**Sequential cells coloured by netlist name**

Scale bar: 20 um.
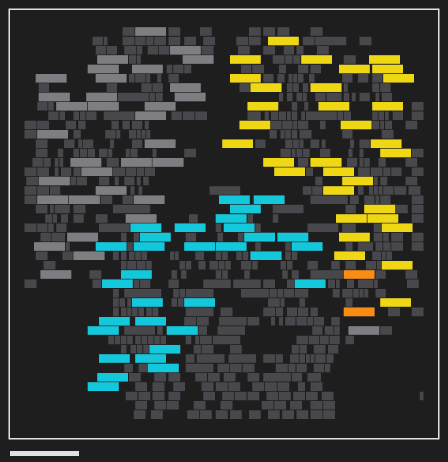
**Track usage over the die**

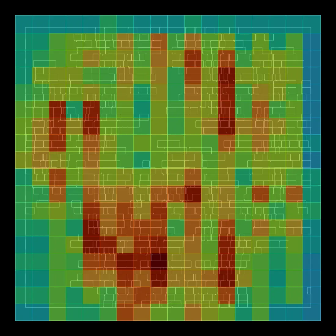
**Gate families picked out**

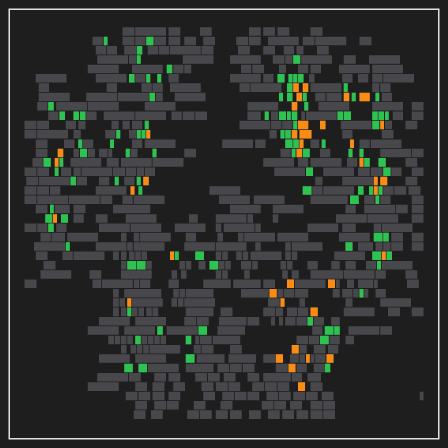
--- src/rtl/hazard_pkg.sv ---
// Shared constants, stall-cause encoding and helpers for the hazard controller.
package hazard_pkg;

    localparam int unsigned NREG_DEFAULT   = 32;
    localparam int unsigned LOAD_STALL_MIN = 1;
    localparam int unsigned LOAD_STALL_MAX = 3;
    // Wide enough to hold LOAD_STALL_MAX-1
    localparam int unsigned BUB_W          = 2;

    typedef enum logic [2:0] {
        CauseNone,
        CauseLoad,
        CauseRawMd,
        CauseStruct,
        CauseBranch
    } stall_cause_e;

    function automatic int unsigned reg_aw(input int unsigned nreg);
        return (nreg > 1) ? $clog2(nreg) : 1;
    endfunction

    function automatic int unsigned clamp_load_stall(input int unsigned n);
        if (n < LOAD_STALL_MIN) return LOAD_STALL_MIN;
        if (n > LOAD_STALL_MAX) return LOAD_STALL_MAX;
        return n;
    endfunction

endpackage

--- src/rtl/hazard_scoreboard.sv ---
// Per-register pending-write scoreboard and busy flag for the multi-cycle unit.
module hazard_scoreboard
    import hazard_pkg::*;
#(
    parameter int unsigned NREG   = NREG_DEFAULT,
    parameter int unsigned REG_AW = reg_aw(NREG)
) (
    input  logic              clk,
    input  logic              rst_n,
    input  logic              md_issue,
    input  logic [REG_AW-1:0] issue_rd,
    input  logic              wb_valid,
    input  logic [REG_AW-1:0] wb_rd,
    output logic [NREG-1:0]   sb_pending,
    output logic              md_busy
);

    logic [NREG-1:0] sb_q, sb_d;
    logic            busy_q, busy_d;

    always_comb begin
        sb_d = sb_q;
        if (wb_valid) begin
            sb_d[wb_rd] = 1'b0;
        end
        // Applied after the clear so a same-cycle issue to the same register wins
        if (md_issue && (issue_rd != '0)) begin
            sb_d[issue_rd] = 1'b1;
        end
        sb_d[0] = 1'b0;
    end

    always_comb begin
        busy_d = busy_q;
        if (md_issue) begin
            busy_d = 1'b1;
        end else if (wb_valid) begin
            busy_d = 1'b0;
        end
    end

    always_ff @(posedge clk or negedge rst_n) begin
        if (!rst_n) begin
            sb_q   <= '0;
            busy_q <= 1'b0;
        end else begin
            sb_q   <= sb_d;
            busy_q <= busy_d;
        end
    end

    assign sb_pending = sb_q;
    assign md_busy    = busy_q;

endmodule

--- src/rtl/hazard_ctrl.sv ---
// Pipeline hazard controller: load-use bubbles, RAW/structural stalls on the
// multi-cycle unit, branch flush priority and saturating performance counters.
module hazard_ctrl
    import hazard_pkg::*;
#(
    parameter int unsigned NREG       = NREG_DEFAULT,
    parameter int unsigned LOAD_STALL = 1,
    parameter int unsigned CNT_W      = 32,
    localparam int unsigned REG_AW    = reg_aw(NREG)
) (
    input  logic              clk,
    input  logic              rst_n,
    input  logic              id_valid,
    input  logic [REG_AW-1:0] id_rs1,
    input  logic [REG_AW-1:0] id_rs2,
    input  logic              id_rs1_used,
    input  logic              id_rs2_used,
    input  logic              id_is_md,
    input  logic [REG_AW-1:0] ex_rd,
    input  logic              ex_mem_read,
    input  logic              ex_md_issue,
    input  logic              md_wb_valid,
    input  logic [REG_AW-1:0] md_wb_rd,
    input  logic              branch_taken,
    output logic              stall_if,
    output logic              stall_id,
    output logic              flush_if_id,
    output logic              flush_id_ex,
    output logic              md_busy,
    output logic [NREG-1:0]   sb_pending,
    output logic [CNT_W-1:0]  perf_stall_cycles,
    output logic [CNT_W-1:0]  perf_flush_events
);

    localparam logic [BUB_W-1:0] BUB_INIT = BUB_W'(clamp_load_stall(LOAD_STALL) - 1);
    localparam logic [CNT_W-1:0] CNT_MAX  = {CNT_W{1'b1}};

    logic [BUB_W-1:0] bub_q, bub_d;
    logic [CNT_W-1:0] stall_cnt_q, stall_cnt_d;
    logic [CNT_W-1:0] flush_cnt_q, flush_cnt_d;
    logic             load_haz, raw_haz, struct_haz;
    stall_cause_e     cause;

    hazard_scoreboard #(
        .NREG   (NREG),
        .REG_AW (REG_AW)
    ) u_scoreboard (
        .clk        (clk),
        .rst_n      (rst_n),
        .md_issue   (ex_md_issue),
        .issue_rd   (ex_rd),
        .wb_valid   (md_wb_valid),
        .wb_rd      (md_wb_rd),
        .sb_pending (sb_pending),
        .md_busy    (md_busy)
    );

    assign load_haz = id_valid && ex_mem_read && (ex_rd != '0) &&
                      ((id_rs1_used && (ex_rd == id_rs1)) ||
                       (id_rs2_used && (ex_rd == id_rs2)));

    assign raw_haz = id_valid && ((id_rs1_used && sb_pending[id_rs1]) ||
                                  (id_rs2_used && sb_pending[id_rs2]));

    assign struct_haz = id_valid && id_is_md && md_busy;

    always_comb begin
        cause = CauseNone;
        if (branch_taken) begin
            cause = CauseBranch;
        end else if (load_haz || (bub_q != '0)) begin
            cause = CauseLoad;
        end else if (raw_haz) begin
            cause = CauseRawMd;
        end else if (struct_haz) begin
            cause = CauseStruct;
        end
    end

    always_comb begin
        stall_if    = 1'b0;
        stall_id    = 1'b0;
        flush_if_id = 1'b0;
        flush_id_ex = 1'b0;
        unique case (cause)
            CauseBranch: begin
                flush_if_id = 1'b1;
                flush_id_ex = 1'b1;
            end
            CauseLoad, CauseRawMd, CauseStruct: begin
                stall_if    = 1'b1;
                stall_id    = 1'b1;
                flush_id_ex = 1'b1;
            end
            default: ;
        endcase
        // Outputs are forced quiet for the whole reset window
        if (!rst_n) begin
            stall_if    = 1'b0;
            stall_id    = 1'b0;
            flush_if_id = 1'b0;
            flush_id_ex = 1'b0;
        end
    end

    always_comb begin
        bub_d = bub_q;
        if (branch_taken) begin
            bub_d = '0;
        end else if (load_haz) begin
            bub_d = BUB_INIT;
        end else if (bub_q != '0) begin
            bub_d = bub_q - BUB_W'(1);
        end
    end

    always_comb begin
        stall_cnt_d = stall_cnt_q;
        flush_cnt_d = flush_cnt_q;
        if (stall_id && (stall_cnt_q != CNT_MAX)) begin
            stall_cnt_d = stall_cnt_q + CNT_W'(1);
        end
        if (flush_if_id && (flush_cnt_q != CNT_MAX)) begin
            flush_cnt_d = flush_cnt_q + CNT_W'(1);
        end
    end

    always_ff @(posedge clk or negedge rst_n) begin
        if (!rst_n) begin
            bub_q       <= '0;
            stall_cnt_q <= '0;
            flush_cnt_q <= '0;
        end else begin
            bub_q       <= bub_d;
            stall_cnt_q <= stall_cnt_d;
            flush_cnt_q <= flush_cnt_d;
        end
    end

    assign perf_stall_cycles = stall_cnt_q;
    assign perf_flush_events = flush_cnt_q;

endmodule
--- config.mk ---
export PLATFORM = sky130hd
export DESIGN_NAME = hazard_ctrl
export DESIGN_NICKNAME = d
export VERILOG_FILES = /design/src/rtl/hazard_pkg.sv /design/src/rtl/hazard_scoreboard.sv /design/src/rtl/hazard_ctrl.sv
export SDC_FILE = /design/constraint.sdc
export NUM_CORES = 1
export LEC_CHECK = 0
export ABC_AREA = 0
export CAP_MARGIN = 30
export CORE_MARGIN = 4
export CORE_UTILIZATION = 38
export CTS_CLUSTER_SIZE = 16
export DETAILED_ROUTE_END_ITERATION = 8
export PLACE_DENSITY = 0.76
export SETUP_SLACK_MARGIN = 0.3
export SLEW_MARGIN = 20
export SYNTH_ARGS = -nofsm -noshare
export SYNTH_HDL_FRONTEND = slang
export SYNTH_SLANG_ARGS = --single-unit
--- constraint.sdc ---
create_clock -name clk -period 7.3 [get_ports clk]
set_input_delay 1.46 -clock clk [delete_from_list [all_inputs] [get_ports clk]]
set_output_delay 1.46 -clock clk [all_outputs]
set_load 0.02 [all_outputs]
==> results.json <==
{
  "final_nets": 650,
  "hold_buffers": 0,
  "synth.largest_area_cell": "dfrtp_1",
  "port_buffers": 129,
  "drc": 0,
  "clock_sinks": 98,
  "clock.fmax_mhz": 161,
  "dp_hpwl_mm": 10.9,
  "cp.required_ns": 5.84,
  "r2r-end": "perf_stall_cycles[1]",
  "grt_pass1_wl_mm": 24.1,
  "syn_inst": 494,
  "syn_area_um2": 5170,
  "tool_warnings": 26,
  "hold_ws_ns": 0.485,
  "skew_ns": 0.00572,
  "ys_warn_count": 0,
  "insertion_delay_ns": 0.34,
  "hold_end": "perf_flush_events[28]",
  "die.size.y_um": 125,
  "rrSetupSlack_ns": 4.50,
  "edf_count": 0,
  "topCellsByArea": "dfrtp_1 (47%), xnor2_1 (9.7%), o21ai_0 (6.3%)",
  "htreeDepth": 3,
  "powerDensity_nw_per_um2": 242,
  "core_area_um2": 13300,
  "area_delta_synth_final_pct": 34.5,
  "antennaDiodeCount": 0,
  "vias": 4416,
  "outcome": "completed",
  "rsz0062_at_grt": "no",
  "dr.pass1.iters": 5,
  "hold_start": "perf_flush_events[28]",
  "top_cell_area_share_pct": 47.5,
  "crit_start": "id_rs1[2]",
  "gp_congestion": 0.879,
  "path_class": "in -> out",
  "avgSynthCellArea_um2": 10.5,
  "crit_slowest_cell": "clkdlybuf4s50_1",
  "layout_setup_ws_ns": 1.08,
  "grt_max_degree": 57,
  "rows": 42,
  "finalWirelength_mm": 14.9,
  "fp-utilization_pct": 38.9,
  "cp_slowest_stage_delay_ns": 0.84,
  "grt_pass1_vias": 4461,
  "start_kind": "primary input",
  "viasPerCell": 5.53,
  "layout_top_cell_excl_fill_tap": "clkdlybuf4s50_1",
  "min_path_type": "reg -> reg",
  "worst_pin_slew_ns": 0.709
}
Back to the opening pictures, 'sequential cells coloured by netlist name':
orange -> `bub_q`  # sequential cells 2
cyan -> `u_scoreboard.sb_pending`  # sequential cells 31
yellow -> `perf_stall_cycles`  # sequential cells 32
not coloured = 33
seq pwr: 0.000709 W
post-layout util: 52.2%

Back to the opening pictures, 'track usage over the die':
M2 GR Usage: 31.1%
GRT Total Usage: 19.1%
GRT met1 Usage: 24.4%
routed len/inst: 18.7 um
global routing met3 resource utilization: 4.03%

Back to the opening pictures, 'gate families picked out':
green -> nand cells  # cells 102, most used nand2_1
orange -> nor cells  # cells 38, most used nor2_1

-- state kept, by name (all words and copies together), names as in the netlist --
signal / cells
perf_flush_events: 32
u_scoreboard.sb_pending: 31
perf_stall_cycles: 32
u_scoreboard.md_busy: 1
bub_q: 2
-- cells in the mapped netlist (2+ instances only) --
master,number
mux2i_1,13
and4_1,7
a31oi_1,4
and2_1,8
xnor2_1,57
nand4_1,15
nor4_1,3
nor2_1,15
clkbuf_1,12
nor4b_1,2
or3b_2,5
a221oi_1,2
mux2_2,5
nand3_1,29
o21ai_0,65
mux4_2,12
or3_1,3
xor2_1,15
buf_6,3
nand2_1,43
a21o_1,2
ha_1,3
nor3_1,11
dfrtp_1,98
nor2b_1,7
and3_1,16
nand3b_1,14
buf_2,4
inv_1,9
buf_4,2
-- power by group --
group	internal [W]	total [W]	switching, W
Combinational	0.000217	0.000432	0.000215
Clock	0.000335	0.000538	0.000203
Sequential	0.000610	0.000709	0.0000991
-- final cells by class --
class                      count  area (um2)
inverter                       9        33.8
sequential                    98        2450
tap                          176         220
multi-input combinational    366        2580
timing repair buffer         133        1320
clock buffer                   9         225
clock inverter                 7         116
fill                        1140        6350
-- through the flow --
step | cells | total power [W] | util (%) | instance area (um2)
after floorplan | 494 | 0.000909 | - | 5170
after global placement | 781 | 0.00113 | 49.6 | 6600
after detailed placement | 782 | 0.00115 | 49.7 | 6610
after CTS | 798 | 0.00169 | 52.2 | 6950
after global routing | 798 | 0.00176 | 52.2 | 6950
final | 798 | 0.00168 | 52.2 | 6950
-- routing by layer --
layer	share of wire (%)	GRT usage (%)
met2	50	31.1
met5	0	0
met3	6.4	4.03
met1	41	24.4
met4	2.9	9.09
-- cells by family after synthesis --
family	share of synthesized area, %
compound gates	8.67
xor+xnor	12.2
fa+ha+maj	0.727
buf+inv	2.86
flops	47.5
mux	8.84
other cells	0.0726
simple gates	19.2
-- how the worst max path moves through the flow --
stage / endpoint / slack (ns) / depth (start not counted)
after CTS: stall_id / 1.07 / 9
after floorplan: stall_if / 2.28 / 9
after global placement: stall_id / 1.14 / 9
after global routing: stall_id / 0.88 / 9
final: stall_if / 1.08 / 9
after detailed placement: stall_id / 1.08 / 9
No activity file was given, so power comes from the tool's default toggle rates.
